===== config.mk =====
export PLATFORM = sky130hd
export DESIGN_NAME = buble_rr_arb_flat
export DESIGN_NICKNAME = d
export VERILOG_FILES = /design/src/rtl/buble_rr_arb_if.sv /design/src/rtl/buble_rr_arb.sv /design/src/flat_wrapper.sv
export SDC_FILE = /design/constraint.sdc
export NUM_CORES = 1
export LEC_CHECK = 0
export ABC_CLOCK_PERIOD_IN_PS = 6050
export CORE_ASPECT_RATIO = 1.75
export CORE_MARGIN = 3
export CORE_UTILIZATION = 40
export CTS_BUF_LIST = sky130_fd_sc_hd__clkbuf_4
export DETAILED_ROUTE_END_ITERATION = 12
export PLACE_DENSITY_LB_ADDON = 0.08
export SLEW_MARGIN = 20
export SYNTH_ARGS = -nofsm -noshare
export SYNTH_HDL_FRONTEND = slang
export SYNTH_SLANG_ARGS = --single-unit

===== constraint.sdc =====
create_clock -name clk -period 6.05 [get_ports clk]
set_input_delay 0.605 -clock clk [delete_from_list [all_inputs] [get_ports clk]]
set_output_delay 0.605 -clock clk [all_outputs]
set_load 0.02 [all_outputs]

===== src/rtl/buble_rr_arb_if.sv =====
// buble_rr_arb_if: requester-side and output-side valid/ready bundle for buble_rr_arb
interface buble_rr_arb_if #(
  parameter int WIDTH   = 32,
  parameter int NUM_REQ = 4
);
  localparam int IDW = $clog2(NUM_REQ);
  logic [NUM_REQ*WIDTH-1:0] data_a;
  logic [NUM_REQ-1:0]       vld_a;
  logic [NUM_REQ-1:0]       last_a;
  logic [NUM_REQ-1:0]       rdy_a;
  logic [WIDTH-1:0]         data_b;
  logic [IDW-1:0]           id_b;
  logic                     last_b;
  logic                     vld_b;
  logic                     rdy_b;
  logic                     busy;
  modport master (
    output data_a, vld_a, last_a, rdy_b,
    input  rdy_a, data_b, id_b, last_b, vld_b, busy
  );
  modport slave (
    input  data_a, vld_a, last_a, rdy_b,
    output rdy_a, data_b, id_b, last_b, vld_b, busy
  );
endinterface


===== src/rtl/buble_rr_arb.sv =====
// buble_rr_arb: burst-aware round-robin arbiter feeding one registered valid/ready output stage
module buble_rr_arb #(
  parameter int WIDTH     = 32,
  parameter int NUM_REQ   = 4,
  parameter int MAX_BURST = 16
) (
  input logic           clk,
  input logic           rst,
  buble_rr_arb_if.slave bus
);
  localparam int IDW = $clog2(NUM_REQ);
  localparam int CW  = $clog2(MAX_BURST + 1);
  typedef enum logic {IDLE, LOCK} state_t;
  state_t           state, state_n;
  logic [IDW-1:0]   ptr, ptr_n, owner, owner_n, rr_gnt, gnt;
  logic [CW-1:0]    cnt, cnt_n;
  logic             any, gnt_vld, can_load, xfer, last_in, force_rel;
  logic [WIDTH-1:0] lane [NUM_REQ];
  function automatic logic [IDW-1:0] wrap_add(input logic [IDW-1:0] a, input int k);
    int s;
    s = int'(a) + k;
    return IDW'(s >= NUM_REQ ? s - NUM_REQ : s);
  endfunction
  for (genvar i = 0; i < NUM_REQ; i++) begin : g_lane
    assign lane[i] = bus.data_a[i*WIDTH +: WIDTH];
  end
  always_comb begin
    rr_gnt = ptr;
    any    = 1'b0;
    for (int k = NUM_REQ - 1; k >= 0; k--) begin
      if (bus.vld_a[wrap_add(ptr, k)]) begin
        rr_gnt = wrap_add(ptr, k);
        any    = 1'b1;
      end
    end
  end
  assign can_load  = !bus.vld_b || bus.rdy_b;
  assign gnt       = state == LOCK ? owner : rr_gnt;
  assign gnt_vld   = state == LOCK ? bus.vld_a[owner] : any;
  assign xfer      = gnt_vld && can_load && !rst;
  assign bus.rdy_a = xfer ? NUM_REQ'(1) << gnt : '0;
  assign last_in   = bus.last_a[gnt];
  assign force_rel = MAX_BURST == 1 || (state == LOCK && cnt == CW'(MAX_BURST - 1));
  assign bus.busy  = state == LOCK;
  always_comb begin
    state_n = state;
    ptr_n   = ptr;
    owner_n = owner;
    cnt_n   = cnt;
    if (xfer) begin
      state_n = (last_in || force_rel) ? IDLE : LOCK;
      ptr_n   = (last_in || force_rel) ? wrap_add(gnt, 1) : ptr;
      owner_n = gnt;
      cnt_n   = (last_in || force_rel) ? '0 : (state == IDLE ? CW'(1) : cnt + CW'(1));
    end
  end
  always_ff @(posedge clk) begin
    if (rst) begin
      state <= IDLE;
      ptr   <= '0;
      owner <= '0;
      cnt   <= '0;
    end else begin
      state <= state_n;
      ptr   <= ptr_n;
      owner <= owner_n;
      cnt   <= cnt_n;
    end
  end
  always_ff @(posedge clk) begin
    if (rst) begin
      bus.vld_b  <= 1'b0;
      bus.last_b <= 1'b0;
      bus.data_b <= '0;
      bus.id_b   <= '0;
    end else if (xfer) begin
      bus.vld_b  <= 1'b1;
      bus.last_b <= last_in || force_rel;
      bus.data_b <= lane[gnt];
      bus.id_b   <= gnt;
    end else if (bus.rdy_b) begin
      bus.vld_b  <= 1'b0;
    end
  end
endmodule


===== src/flat_wrapper.sv =====
// flat-port wrapper written by rule: the top's interface ports become plain ports
module buble_rr_arb_flat 
#(
  parameter int WIDTH     = 32,
  parameter int NUM_REQ   = 4,
  parameter int MAX_BURST = 16
)
  (clk, rst, bus_data_a, bus_vld_a, bus_last_a, bus_rdy_b, bus_rdy_a, bus_data_b, bus_id_b, bus_last_b, bus_vld_b, bus_busy);
  buble_rr_arb_if #(.WIDTH(WIDTH), .NUM_REQ(NUM_REQ)) bus_i ();
  input logic clk;
  input logic rst;
  input wire logic [$bits(bus_i.data_a)-1:0] bus_data_a;
  input wire logic [$bits(bus_i.vld_a)-1:0] bus_vld_a;
  input wire logic [$bits(bus_i.last_a)-1:0] bus_last_a;
  input wire logic [$bits(bus_i.rdy_b)-1:0] bus_rdy_b;
  output wire logic [$bits(bus_i.rdy_a)-1:0] bus_rdy_a;
  output wire logic [$bits(bus_i.data_b)-1:0] bus_data_b;
  output wire logic [$bits(bus_i.id_b)-1:0] bus_id_b;
  output wire logic [$bits(bus_i.last_b)-1:0] bus_last_b;
  output wire logic [$bits(bus_i.vld_b)-1:0] bus_vld_b;
  output wire logic [$bits(bus_i.busy)-1:0] bus_busy;
  assign bus_i.data_a = bus_data_a;
  assign bus_i.vld_a = bus_vld_a;
  assign bus_i.last_a = bus_last_a;
  assign bus_i.rdy_b = bus_rdy_b;
  assign bus_rdy_a = bus_i.rdy_a;
  assign bus_data_b = bus_i.data_b;
  assign bus_id_b = bus_i.id_b;
  assign bus_last_b = bus_i.last_b;
  assign bus_vld_b = bus_i.vld_b;
  assign bus_busy = bus_i.busy;
  buble_rr_arb #(.WIDTH(WIDTH), .NUM_REQ(NUM_REQ), .MAX_BURST(MAX_BURST)) u_core (.clk(clk), .rst(rst), .bus(bus_i));
endmodule

### Clock routing, run 1

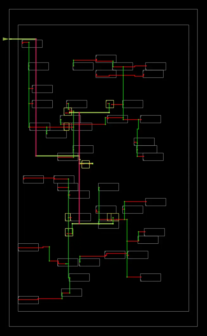
CTS Buf Count: 5
P_clk: 0.139 mW
flop count: 44

### Where the registers sit, run 1

Bar = 20 um. Other sequential cells in the stronger gray, the rest of the logic in the fainter gray.
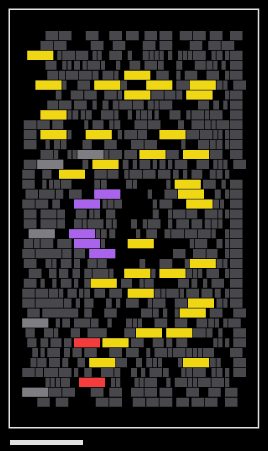
[purple] `u_core.cnt` | sequential cells: 5
[red] `u_core.ptr` | sequential cells: 2
[yellow] `u_core.bus.data_b` | sequential cells: 32

==> out/metrics.cfg, run 1 <==
[global_route]
use_met3_pct=5.305
grt_pass1_wl_mm=14.80
grt_max_degree=69
antenna_found_initial=0
grtUsageMet1_pct=27.29

[final_layout]
clk_share_pct=1.127
finalInstanceArea_um2=4553
fin_util_pct=71.47
drive_gt1_share_pct=3.670
clock_buffers=5
area_growth_pct=69.33
fill_cells=561
inverters=9
non_clock_buffer_count=181
regArea_um2=880.8
comb_share_pct=36.91
dominant_cells=non-clock buffers
seq_share_pct=19.35

[yosys]
synth_top_flop_cell=dfxtp_1
edf_count=0
yosysChipArea_um2=2689
yosysMostFrequentCell=nand2_1
top_area_share_pct=32.76
synth_area_um2=2689
top_area_cell=dfxtp_1
ys_types=42
synth_warnings=0
synthCells=382
ys.flops=44
syn_avg_cell_area_um2=7.039
area_leaders=dfxtp_1 33%, nand2_1 19%, a21oi_1 12%
common_cells=138 x nand2_1, 67 x a21oi_1, 44 x dfxtp_1

[pwr]
p_clk_share_pct=7.5
switchingPower_mw=0.8649
comb_cell_power_mw=1.22
p_int_mw=1.006
p_seq_mw=0.507
p_comb_share_pct=65.4

[drt]
top_layer=met4
met2_wirelength_mm=5.127
wl_met1_mm=3.713
vias_per_cell=5.192
drt_first_pass_iters=4

[worst_setup_path]
cp-start-kind=input pin
crit_end=bus_rdy_a[1]
rrSetupSlack_ns=3.31
worst-endpoint-required_ns=5.44
path_depth=9
worst-path-buf-inv=4
crit_path_end_kind=output pin
worstSetupStartpoint=bus_vld_a[1]
r2r_cells=8
crit_family=buffers and inverters
regToRegStartpoint=u_core.ptr[0]
crit_path_frequent_cell=clkdlybuf4s50_1

[clocking]
clk_pin_slew_ns=0.11
post_cts_resized=0
root_buffer=clkbuf_4
ctsHoldBuffers=0
clock_latency_ns=0.36

[floorplanning]
io_pins=180
rows=38
fp.dieH_um=114.5
fp_util_pct=42.20
core_um2=6371
die_x_um=67.98

[sta]
worstMarginPinSlew_ns=0.9103
final.setup.tns_ns=0
min_period_ns=3.906
max-slew-margin-rel_pct=39.17
report.final.hold_viol_count=0
slew_violations=0
maxClockFrequency_mhz=256.0
finalSetupViolations=0

[job]
warnings=29

[hold_path]
min_path_cells=1

[placed_design]
gp_congestion=0.9064
dp_hpwl_mm=7.234

[status]
status=finished, final reports clean

### Cells by drive strength, run 1

Bar = 20 um.
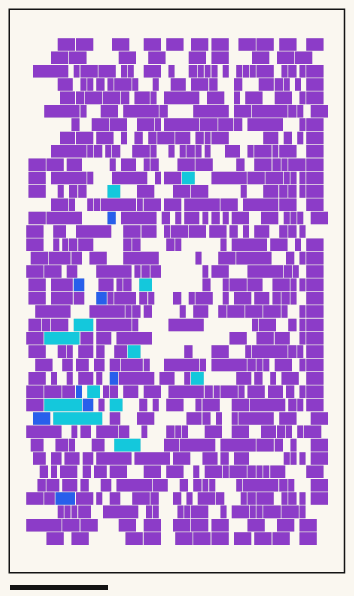
[cyan] x3 and x4 | cells: 12
[purple] x1 and smaller | cells: 525
[blue] x2 | cells: 8

[run 1: metrics by stage]
step / worst slack, ns / std cells / hold WS, ns
2_1_floorplan: 3.472 / 382 / 0.4502
5_1_grt: 1.969 / 625 / 0.4950
3_5_place_dp: 2.146 / 617 / 0.4441
4_1_cts: 2.144 / 625 / 0.4787
6_report: 2.144 / 625 / 0.4763
3_3_place_gp: 2.148 / 617 / 0.4407
[run 1: worst register-to-register path: cells and delay by family (launching register included)]
kind / cells / cell delay (ns)
AND-OR/OR-AND: 3 / 0.86
multiplexers: 2 / 0.67
buffers and inverters: 2 / 0.63
flip-flops: 1 / 0.38
AND/OR/NAND/NOR: 1 / 0.11
[run 1: layout by cell type (no fill, tap or decap), types with 2 or more instances in the layout]
master,instances
clkdlybuf4s50_1,179
nand2_1,136
a21oi_1,67
dfxtp_1,44
a211o_1,32
inv_1,8
ha_1,6
o21ai_0,5
and2_1,5
clkbuf_4,5
nor2b_1,4
nor2_1,4
o21ai_1,3
o31ai_1,3
nand2_2,3
mux2i_1,3
o211ai_1,2
and3_1,2
nand2b_1,2
nand3b_1,2
a21o_1,2
or4_1,2
nor3_1,2
o32ai_1,2
clkinv_2,2
buf_4,2
[run 1: cell families (layout without fill, tap and decap cells)]
family / after synthesis / after routing / synth area share, %
adder cells (fa/ha/maj): 6 / 6 / 2.792
multiplexers: 5 / 5 / 2.094
flip-flops: 44 / 44 / 32.76
buffers and inverters: 35 / 198 / 5.444
AND/OR/NAND/NOR: 169 / 169 / 26.57
AND-OR/OR-AND: 123 / 123 / 30.34
[run 1: registers in the layout, summed over array words and instances (netlist names)]
register	cells
u_core.ptr	2
u_core.bus.last_b	1
u_core.cnt	5
u_core.bus.vld_b	1
u_core.owner	2
u_core.bus.data_b	32
u_core.bus.busy	1
### Close-up of the layout, run 1

Window x 36 to 66, y 14 to 44 um. Cells in gray, sequential cells in the stronger gray; small squares are vias.
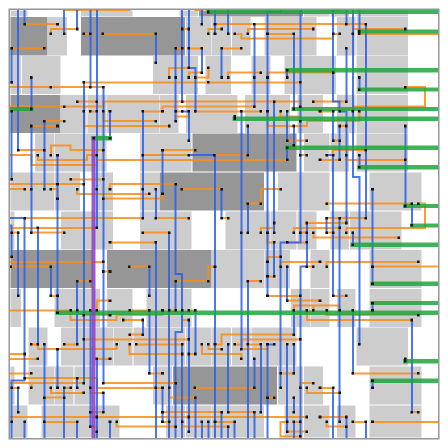

==> run 2: changes to the inputs <==
--- a/config.mk
+++ b/config.mk
@@ -5,10 +5,10 @@
 export SDC_FILE = /design/constraint.sdc
 export NUM_CORES = 1
 export LEC_CHECK = 0
-export ABC_CLOCK_PERIOD_IN_PS = 6050
+export ABC_CLOCK_PERIOD_IN_PS = 3300
 export CORE_ASPECT_RATIO = 1.75
 export CORE_MARGIN = 3
-export CORE_UTILIZATION = 40
+export CORE_UTILIZATION = 33
 export CTS_BUF_LIST = sky130_fd_sc_hd__clkbuf_4
 export DETAILED_ROUTE_END_ITERATION = 12
 export PLACE_DENSITY_LB_ADDON = 0.08
==> constraint.sdc (replaced) <==
create_clock -name clk -period 3.3 [get_ports clk]
set_input_delay 0.33 -clock clk [delete_from_list [all_inputs] [get_ports clk]]
set_output_delay 0.33 -clock clk [all_outputs]
set_load 0.02 [all_outputs]
### Close-up of the layout, run 2

Window x 41 to 71, y 16 to 46 um. Cells in gray, sequential cells in the stronger gray; small squares are vias.
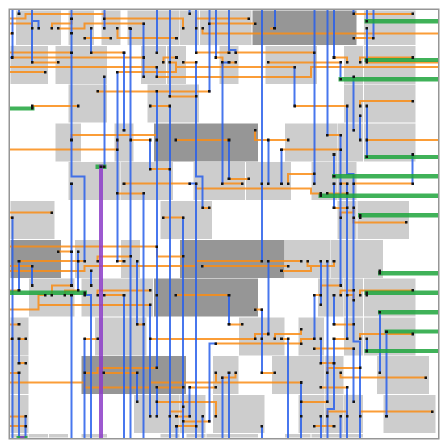
[purple] M4
[orange] M1
[blue] M2
[green] M3
most frequent: clkdlybuf4s50_1 (26), nand2_1 (17), a21oi_1 (10)
sequential cells in the window: 5
cells with their middle in the window: 66
netlist names of flops here include: `u_core.bus.data_b` (5)

### Clock routing, run 2

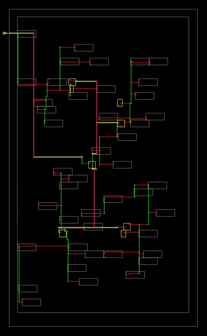
final clock skew: 0.008669 ns
P_clk: 0.262 mW
CLK BUF: 5
clk sinks: 44

### Cells by drive strength, run 2

Bar = 20 um.
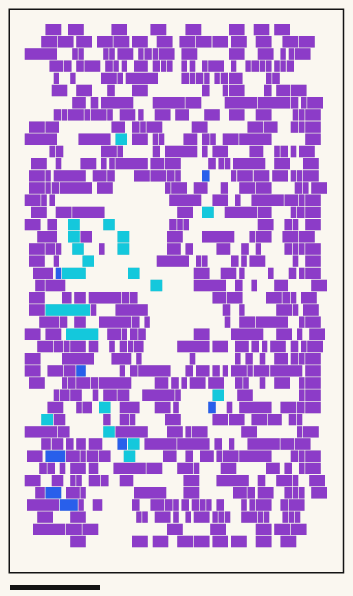
[cyan] x3 and x4 | cells: 20
[blue] x2 | cells: 8
[purple] x1 and smaller | cells: 527

==> run 2 against run 1 <==
  * Clock skew fell by 0.014 ns
  * Synthesized area unchanged
  * First-iteration DRC count is 21% lower
  * Count of clock-buffer cells in the layout is the same
  * Highest routed layer unchanged
  * Design area rose by 1.5%
  * Critical path type unchanged
  * Register-to-register slack worse by 2.4 ns
  * Via count increased by 2.3%
  * Wire length is 3.9% higher
  * Critical endpoint is now bus_rdy_a[2]
==> out/metrics.cfg, run 2 <==
[yosys]
yosysMostFrequentCell=nand2_1
topCombFamilyByArea=AND-OR/OR-AND gates
synthXorXnorAreaFrac_pct=0
top_area_cell=dfxtp_1
top_area_share_pct=32.76
synth_area_um2=2689
synth_top_flop_cell=dfxtp_1
ys_types=42
synth_warnings=0
common_cells=138 x nand2_1, 67 x a21oi_1, 44 x dfxtp_1
compound_area_share_pct=30.34
edf_count=0

[worst_setup_path]
path_depth=9
crit_family=buffers and inverters
r2r_cells=7

[hold_path]
min_path_cells=1

[floorplanning]
rows=43
io_pins=180
core_um2=7909
fp.dieH_um=125.4

[status]
status=finished, final reports clean

[sta]
worstMarginPinSlew_ns=0.6653
max-slew-margin-rel_pct=55.28
setup_ws_ns=0.2660
report.final.hold_viol_count=0
final.setup.tns_ns=0
finalSetupViolations=0

[placed_design]
gp_congestion=0.8431
pre_cts_ws_ns=0.2730

[final_layout]
reg_top3=u_core.bus.data_b: 32 flops, u_core.cnt: 5 flops
finalInstanceArea_um2=4622
area_growth_pct=71.89

[job]
warnings=29

[global_route]
grt_pass1_wl_mm=16.27

[clocking]
post_cts_resized=0

[drt]
drt_first_pass_iters=4

-- run 2: layout make-up --
type / count / share of cell area (%)
flip-flops and latches: 44 / 19.06
clock buffers: 5 / 0.8121
well taps: 90 / 2.436
multi-input cells: 303 / 35.95
inverters: 9 / 0.7309
repair buffers: 191 / 40.71
clock inverters: 3 / 0.2978
-- run 2: path summary, 6_finish.rpt --
| kind | to | startpoint |
|---|---|---|
| min | u_core.bus.data_b[2] | u_core.bus.data_b[2] |
| max | bus_rdy_a[2] | bus_vld_a[2] |
| max reg2reg | u_core.bus.data_b[27] | u_core.owner[0] |
| min reg2reg | u_core.bus.data_b[2] | u_core.bus.data_b[2] |
-- run 2: report_power, final --
part | switching [mW] | leakage, nW | total (mW) | internal [mW]
clock network | 0.184 | 0.0324 | 0.262 | 0.0785
logic | 1.27 | 1.64 | 2.31 | 1.04
registers | 0.152 | 0.364 | 0.928 | 0.776
total | 1.61 | 2.03 | 3.50 | 1.89
-- run 2: through the flow --
step / hold WS [ns] / utilization (%) / instances
2_1_floorplan: 0.4502 / - / 382
3_3_place_gp: 0.4364 / 57.79 / 637
3_5_place_dp: 0.4482 / 57.79 / 637
4_1_cts: 0.4797 / 58.44 / 645
5_1_grt: 0.4983 / 58.44 / 645
6_report: 0.4757 / 58.44 / 645
-- run 2: cells by family after synthesis --
group / after synthesis
buf+inv: 35
simple gates: 169
compound gates: 123
flops: 44
fa+ha+maj: 6
mux: 5
-- run 2: routing by layer --
metal  routed length (um)  track usage (%)  vias to the layer above
met2                 5550            41.37                      124
li1                     -                -                     1660
met4                  359            9.119                        0
met3                  701            4.103                       27
met1                 3643            24.08                     1509
met5                    0                0                        -
No activity file was given, so power comes from the tool's default toggle rates.
